==> src/rtl/regfile_arbiter_pkg.sv <==
// Shared definitions for regfile_arbiter: op encodings, issue-stage control
// bundle and the op decoder used when a grant is registered.
package regfile_arbiter_pkg;

  localparam int unsigned REQ_N = 2;

  typedef enum logic [1:0] {
    OP_WR  = 2'b00,
    OP_INC = 2'b01,
    OP_DEC = 2'b10,
    OP_NOP = 2'b11
  } op_e;

  // ld marks ops whose data word is forwarded to rf_result
  typedef struct packed {
    logic we;
    logic inc;
    logic dec;
    logic ld;
  } rf_ctrl_t;

  function automatic rf_ctrl_t decode_op(input logic [1:0] op);
    rf_ctrl_t c;
    c = '0;
    case (op_e'(op))
      OP_WR:   begin c.we = 1'b1; c.ld  = 1'b1; end
      OP_INC:  begin c.we = 1'b1; c.inc = 1'b1; end
      OP_DEC:  begin c.we = 1'b1; c.dec = 1'b1; end
      default: c = '0;
    endcase
    return c;
  endfunction

endpackage

==> src/rtl/regfile_arbiter_arb_pick2.sv <==
// Two-way winner selection: a lone eligible requester wins outright, a tie
// is broken by ptr (0 favours requester 0, 1 favours requester 1).
module arb_pick2
  import regfile_arbiter_pkg::*;
(
  input  logic [REQ_N-1:0] eligible,
  input  logic             ptr,
  output logic [REQ_N-1:0] grant
);

  always_comb begin
    grant = eligible;
    if (eligible == 2'b11) begin
      grant = ptr ? 2'b10 : 2'b01;
    end
  end

endmodule

==> src/rtl/regfile_arbiter.sv <==
// Two-requester register-file write arbiter with a one-cycle issue stage.
// Define REGFILE_ARBITER_RR_EN for round-robin ties; default is fixed priority.
module regfile_arbiter
  import regfile_arbiter_pkg::*;
#(
  parameter  int unsigned SIZE  = 1,
  parameter  int unsigned COUNT = 1,
  // a single-register file still needs a 1-bit address bus
  localparam int unsigned AW    = (COUNT > 1) ? $clog2(COUNT) : 1
) (
  input  logic            clk,
  input  logic            rst,
  input  logic            hold,
  input  logic            req0,
  input  logic            req1,
  input  logic [1:0]      op0,
  input  logic [1:0]      op1,
  input  logic [AW-1:0]   dst0,
  input  logic [AW-1:0]   dst1,
  input  logic [SIZE-1:0] dat0,
  input  logic [SIZE-1:0] dat1,
  output logic            ack0,
  output logic            ack1,
  output logic            rf_we,
  output logic            rf_inc,
  output logic            rf_dec,
  output logic [AW-1:0]   rf_dst,
  output logic [SIZE-1:0] rf_result
);

  logic [REQ_N-1:0] eligible;
  logic [REQ_N-1:0] grant;
  logic             ptr;
  logic [1:0]       sel_op;
  logic [AW-1:0]    sel_dst;
  logic [SIZE-1:0]  sel_dat;
  rf_ctrl_t         sel_ctrl;

  // a requester whose ack is showing is already done with this transaction
  assign eligible = hold ? '0 : {req1 & ~ack1, req0 & ~ack0};

  arb_pick2 u_pick (
    .eligible (eligible),
    .ptr      (ptr),
    .grant    (grant)
  );

`ifdef REGFILE_ARBITER_RR_EN
  always_ff @(posedge clk or posedge rst) begin
    if (rst) begin
      ptr <= 1'b0;
    end else if (|grant) begin
      ptr <= grant[0];
    end
  end
`else
  assign ptr = 1'b0;
`endif

  always_comb begin
    sel_op  = op0;
    sel_dst = dst0;
    sel_dat = dat0;
    if (grant[1]) begin
      sel_op  = op1;
      sel_dst = dst1;
      sel_dat = dat1;
    end
  end

  assign sel_ctrl = decode_op(sel_op);

  always_ff @(posedge clk or posedge rst) begin
    if (rst) begin
      ack0      <= 1'b0;
      ack1      <= 1'b0;
      rf_we     <= 1'b0;
      rf_inc    <= 1'b0;
      rf_dec    <= 1'b0;
      rf_dst    <= '0;
      rf_result <= '0;
    end else begin
      ack0   <= grant[0];
      ack1   <= grant[1];
      rf_we  <= (|grant) & sel_ctrl.we;
      rf_inc <= (|grant) & sel_ctrl.inc;
      rf_dec <= (|grant) & sel_ctrl.dec;
      if (|grant) begin
        rf_dst <= sel_dst;
        if (sel_ctrl.ld) begin
          rf_result <= sel_dat;
        end
      end
    end
  end

endmodule

==> config.mk <==
export PLATFORM = sky130hd
export DESIGN_NAME = regfile_arbiter
export DESIGN_NICKNAME = d
export VERILOG_FILES = /design/src/rtl/regfile_arbiter_pkg.sv /design/src/rtl/regfile_arbiter_arb_pick2.sv /design/src/rtl/regfile_arbiter.sv
export SDC_FILE = /design/constraint.sdc
export NUM_CORES = 1
export LEC_CHECK = 0
export CAP_MARGIN = 10
export CORE_AREA = 2 2 39 41
export CTS_BUF_LIST = sky130_fd_sc_hd__clkbuf_16
export DETAILED_ROUTE_END_ITERATION = 10
export DIE_AREA = 0 0 41 43
export GPL_TIMING_DRIVEN = 0
export HOLD_SLACK_MARGIN = 0.08
export PLACE_DENSITY = 0.63
export RECOVER_POWER = 50
export SLEW_MARGIN = 0
export SYNTH_ARGS = -nofsm -noshare
export SYNTH_HDL_FRONTEND = slang
export SYNTH_SLANG_ARGS = --single-unit
==> constraint.sdc <==
create_clock -name clk -period 4.5 [get_ports clk]
set_input_delay 1.35 -clock clk [delete_from_list [all_inputs] [get_ports clk]]
set_output_delay 1.35 -clock clk [all_outputs]
set_load 0.01 [all_outputs]
==> flow_summary_export.csv, run 1 <==
group,metric,value,unit
run_status,outcome,"finished clean",
worst_setup_path,worstPathMaxFanout,8,
grt,grt.overflow.total,0,
final_timing,rsz0062_at_grt,"false",
final_timing,fin_crit_sh,0.707,
layout,utilization,0.462,
grt,grt_pass1_vias,302,
clock_network,hold_buffers,0,
pwr,comb_power_share,0.160,
final_timing,fmax,314,MHz
logic_synthesis,yosysCellCount,32,
worst_setup_path,cp_top_family,"multiplexers",
route,met1_length,312,um
final_timing,relSlewSlack,0.490,
die,design.core.area,0.00138,mm2
grt,grt_pass1_wl,1.26,mm
logic_synthesis,synth.cell_area,354,um2
clock_network,postCtsSetupRepairBufs,0,
layout,stdcell_area,639,um2
worst_setup_path,crit_buf_inv,1,
pwr,seqPwrFrac,0.275,
clock_network,cts_buffers,3,
route,dr.first_iter.drc_count,0,
logic_synthesis,fp_nets,45,
placement,dp_hpwl,570,um
layout,lay_top_count,"clkdlybuf4s50_1",
logic_synthesis,synth_cells,32,
clock_network,cts_root_buf,"clkbuf_16",
clock_network,cts_max_path_buffers,2,
grt,grt_antenna_before_repair,0,
pwr,switching_share,0.196,
die,io_pins,20,
logic_synthesis,yosys_area,354,um2
[run 1: state kept, by name (all words and copies together) (netlist names)]
signal / cells
rf_dec: 1
ack1: 1
rf_inc: 1
rf_dst: 1
ack0: 1
rf_result: 1
rf_we: 1
[run 1: path summary, 6_finish.rpt]
kind	cells after the start	to	slack [ns]	startpoint
setup / recovery	4	rf_result	1.32	hold
hold / removal	1	rf_result	0.49	rf_result
setup reg to reg	4	rf_result	2.54	ack1
hold reg to reg	1	rf_result	0.49	rf_result
max in group asynchronous	2	ack0	2.82	rst
min in group asynchronous	2	ack1	1.48	rst
[run 1: final cells by class]
type	instances	area, um2
fillers	143	744
repair buffers	19	190
flip-flops and latches	7	175
multi-input cells	24	170
clock buffers	3	75.1
well taps	16	20.0
clock inverters	1	5.00
inverters	1	3.75
[run 1: power groups by stage]
stage          registers [W]  clock network (W)  logic (W)
6_report           0.0000727           0.000149  0.0000423
5_1_grt            0.0000737           0.000156  0.0000468
3_3_place_gp       0.0000734                  0  0.0000432
3_5_place_dp       0.0000733                  0  0.0000435
2_1_floorplan      0.0000764                  0  0.0000134
4_1_cts            0.0000730           0.000152  0.0000438
[run 1: cells in the mapped netlist]
cell type	number	area share
inv_1	1	0.011
nor2b_4	1	0.039
dfrtp_1	7	0.49
a21oi_1	2	0.028
or4_4	1	0.032
nand3b_1	2	0.042
or3b_1	2	0.049
nor3_2	1	0.028
o21ai_1	1	0.014
a21oi_2	1	0.025
a22oi_1	1	0.021
or3_1	1	0.018
nand2_1	2	0.021
a311oi_1	1	0.025
a21o_1	1	0.021
nand2b_1	2	0.035
mux2_1	2	0.064
nor2_1	3	0.032
[run 1: cells by family after synthesis]
family	Yosys count	share of synthesized area
flops	7	0.495
compound gates	7	0.134
simple gates	15	0.297
buf+inv	1	0.0106
mux	2	0.0636
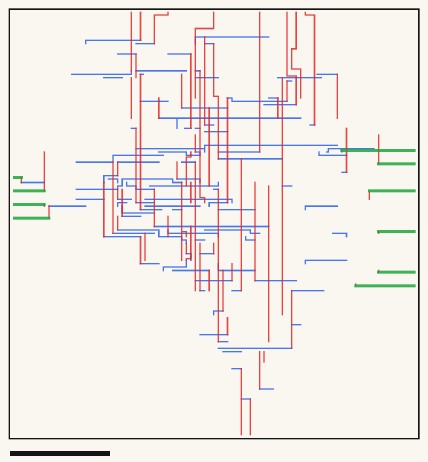
*Routed metal, one colour a layer, run 1*
Scale bar: 10 um.
legend:
  M3:
    colour: green
    wire_length: 38.4 um
  M1:
    colour: blue
    wire_length: 312 um
  M2:
    colour: red
    wire_length: 367 um

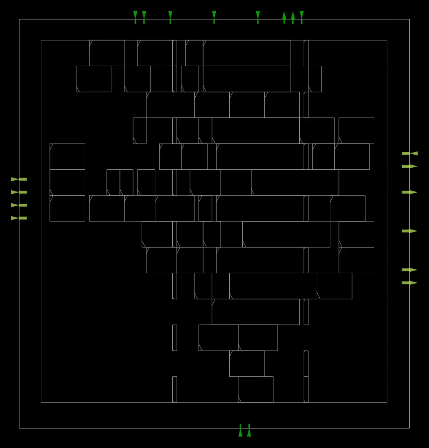
*Cell outlines without signal wires, run 1*
Flops: 7
Non-Filler Instances: 71
Cell Rows: 14

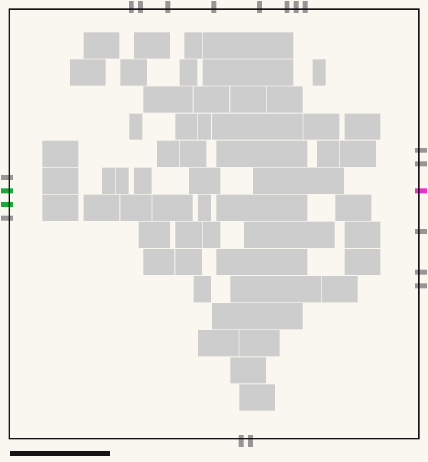
*Pin placement, run 1*
Scale bar: 10 um. Pins as bars across the die edge, other pins in grey.
legend:
  op0:
    colour: green
    pins: 2
    direction: input
    edge: left
  rf_we:
    colour: magenta
    pins: 1
    direction: output
    edge: right
all pins by edge: 8 top, 6 right, 4 left, 2 bottom

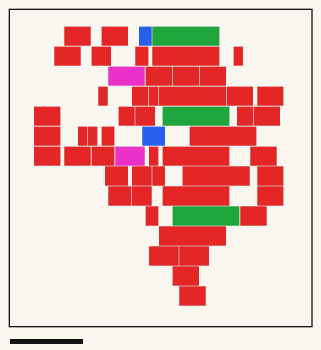
*Cell sizes after repair, run 1*
Scale bar: 10 um.
legend:
  x2:
    colour: blue
    cells: 2
  x1 and smaller:
    colour: red
    cells: 48
  x3 and x4:
    colour: magenta
    cells: 2
  x6 and larger:
    colour: green
    cells: 3

==> run 2, diff against run 1 <==
- PLACE_DENSITY: 0.63 -> 0.65
- clock period: 4.5 -> 2.9 ns (I/O delays scaled with it)
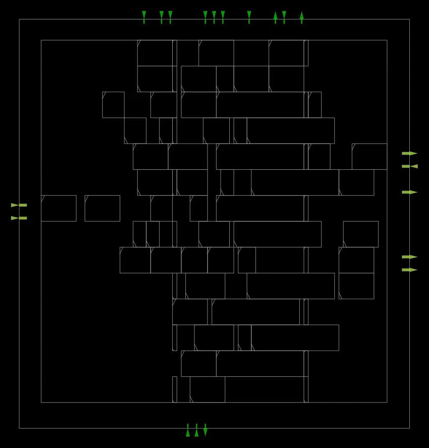
*Cell outlines without signal wires, run 2*
Util after Layout: 0.459
Filler cells: 140
core area: 0.00138 mm2

==> flow_summary_export.csv, run 2 <==
group,metric,value,unit
logic_synthesis,topCellsByArea,"dfrtp_1, mux2_1, or3b_1",
worst_setup_path,worstPathMaxFanout,8,
die,io_pins,20,
run_status,outcome,"finished clean",
pwr,seqPwrFrac,0.279,
pwr,pg_seq,0.000113,W
final_timing,fin_crit_sh,0.852,
logic_synthesis,yosysCellCount,32,
die,num_rows,14,
logic_synthesis,synth_cells,32,
logic_synthesis,fp_nets,45,
placement,dp_hpwl,605,um
logic_synthesis,yosys_area,354,um2
pwr,clk-power,0.000225,W
grt,grt.overflow.total,0,
clock_network,cts_max_path_buffers,2,
grt,grt_pass1_vias,361,
pwr,comb_power_share,0.164,
logic_synthesis,yosys.cell_count.top_type,"dfrtp_1",
layout,lay_top_count,"clkdlybuf4s50_1",
route,dr.first_iter.drc_count,9,
logic_synthesis,common_cells,"dfrtp_1, nor2_1",
logic_synthesis,yosysTopAreaCellShare,0.495,
logic_synthesis,yosysTopAreaCell,"dfrtp_1",
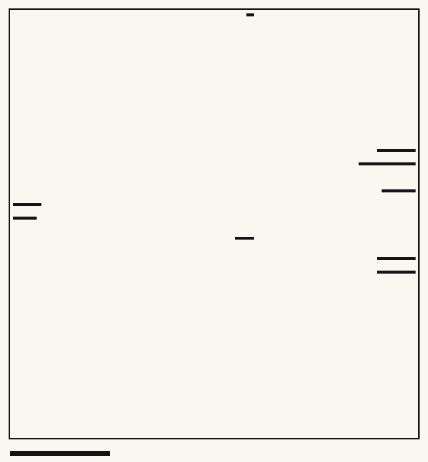
*Signal wires on met3, run 2*
Scale bar: 10 um.
wire length on this layer: 25.7 um
main direction: horizontal
share of all routed wire: 3.3%

==> run 2: kinds of logic (layout without fill, tap and decap cells) <==
| kind of cell | after synthesis | in the layout | synth area share |
|---|---|---|---|
| AND/OR/NAND/NOR | 15 | 15 | 0.297 |
| buffers and inverters | 1 | 24 | 0.0106 |
| flip-flops | 7 | 7 | 0.495 |
| multiplexers | 2 | 2 | 0.0636 |
| AND-OR/OR-AND | 7 | 7 | 0.134 |
==> run 2: final timing paths <==
| kind | start | end | slack [ns] | cells past startpoint |
|---|---|---|---|---|
| worst max register to register | ack1 | rf_result | 1.19 | 4 |
| max in group asynchronous | rst | rf_inc | 1.70 | 2 |
| worst min register to register | rf_result | rf_result | 0.49 | 1 |
| min in group asynchronous | rst | rf_dst | 1.00 | 2 |
| worst min-delay path | rf_result | rf_result | 0.49 | 1 |
| worst max-delay path | hold | rf_result | 0.43 | 4 |
==> run 2: critical path, delay by kind of cell <==
family | cells | cell delay (ns)
muxes | 2 | 0.65
buffers and inverters | 1 | 0.62
and+or+nand+nor | 1 | 0.43
==> run 2: layout make-up <==
type	instances	area [um2]
Clock buffer	3	75.1
Clock inverter	1	3.75
Fill cell	140	748
Inverter	1	3.75
Multi-Input combinational cell	24	168
Sequential cell	7	175
Tap cell	16	20.0
Timing Repair Buffer	19	190
==> run 2: through the flow <==
stage,util,cell area [um2],hold slack [ns],instances,worst slack [ns]
3_5_place_dp,0.408,564,0.486,67,0.292
4_1_cts,0.465,643,0.499,71,0.519
6_report,0.459,636,0.495,71,0.428
5_1_grt,0.459,636,0.529,71,0.303
2_1_floorplan,-,354,0.519,32,0.837
3_3_place_gp,0.408,564,0.480,67,0.284
==> run 3, diff against run 2 <==
- RECOVER_POWER: 50 -> 25
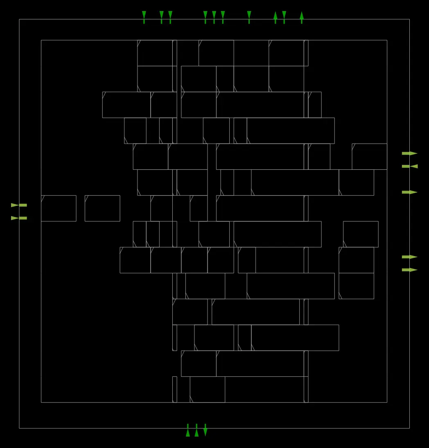
*Cell outlines without signal wires, run 3*
TAP cells: 16
Filler cells: 138
Seq/total area: 0.272
Util after Layout: 0.465

==> flow_summary_export.csv, run 3 <==
group,metric,value,unit
layout,stdcell_area,643,um2
clock_network,cts_max_path_buffers,2,
final_timing,relSlewSlack,0.707,
clock_network,postCtsSetupRepairBufs,0,
die,num_rows,14,
logic_synthesis,synth_cells,32,
route,dr.first_iter.drc_count,6,
clock_network,cts_buffers,3,
route,met1_length,314,um
logic_synthesis,synth.cell_area,354,um2
logic_synthesis,common_cells,"dfrtp_1, nor2_1",
layout,flop_area,175,um2
final_timing,timing.hold.ws,0.495,ns
grt,grt_pass1_vias,361,
logic_synthesis,yosysTopAreaCellShare,0.495,
final_timing,rsz0062_at_grt,"false",
grt,grt.overflow.total,0,
grt,grt_antenna_before_repair,0,
run_status,outcome,"finished clean",
placement,place_area,564,um2
logic_synthesis,edf_count,0,
layout,lay_top_count,"clkdlybuf4s50_1",
final_timing,fmax,421,MHz
layout,logic_area,175,um2
logic_synthesis,yosys.cell_count.top_type,"dfrtp_1",
logic_synthesis,fp_nets,45,
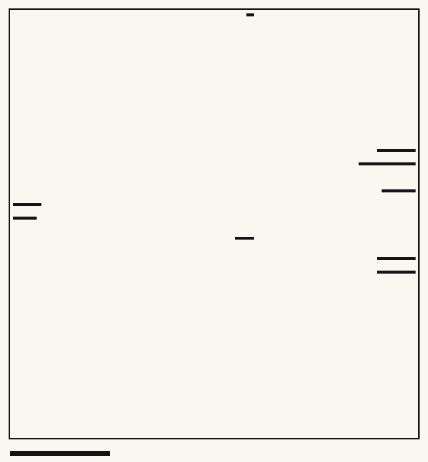
*Signal wires on met3, run 3*
Scale bar: 10 um.
nets with wire on the layer: 8
wire length on this layer: 25.7 um
longest straight run: 5.40 um
share of all routed wire: 3.3%
via count: 325
met3 usage: 0.0157
final wirelength: 773 um

run 3: metal layers:
layer | up-vias | track usage
met5 | - | 0
met4 | 0 | 0.120
met3 | 2 | 0.0157
met2 | 9 | 0.175
met1 | 153 | 0.143
li1 | 161 | -
run 3: critical path: stages:
cell and delay [ns]:
clkdlybuf4s50_1 0.42, nor2b_4 0.15, nor3_2 0.39, mux2_1 0.36, mux2_1 0.29
run 3: per-stage QoR:
step	worst slack, ns	std cells
global route	0.396	71
detailed placement	0.292	67
floorplan	0.837	32
finish	0.527	71
global placement	0.284	67
CTS	0.519	71
run 3: worst paths after layout:
| check | from | end | slack [ns] | cells after the start |
|---|---|---|---|---|
| max in group asynchronous | rst | rf_inc | 1.70 | 2 |
| max | req0 | rf_result | 0.53 | 5 |
| min reg2reg | rf_result | rf_result | 0.49 | 1 |
| min | rf_result | rf_result | 0.49 | 1 |
| max reg2reg | ack1 | rf_result | 1.19 | 4 |
| min in group asynchronous | rst | rf_dst | 1.00 | 2 |
run 3: area by class of cell:
cell class,instances,share of cell area
clock buffer,3,0.117
clock inverter,1,0.00584
inverter,1,0.00584
multi-input combinational,24,0.272
sequential,7,0.272
tap,16,0.0311
timing repair buffer,19,0.296
run 3: where the power goes:
part	total (W)	leakage [nW]	internal, W	switching, W
logic	0.0000675	0.140	0.0000415	0.0000260
registers	0.000113	0.0911	0.000108	0.00000502
clock network	0.000225	0.0423	0.000179	0.0000462
total	0.000405	0.273	0.000328	0.0000772
run 3: cell families after synthesis:
group	count (synthesis)	share of synthesized area
and+or+nand+nor	15	0.297
DFF	7	0.495
buffers and inverters	1	0.0106
muxes	2	0.0636
AOI/OAI and AO/OA	7	0.134
Power is estimated from default activity; no workload was simulated.
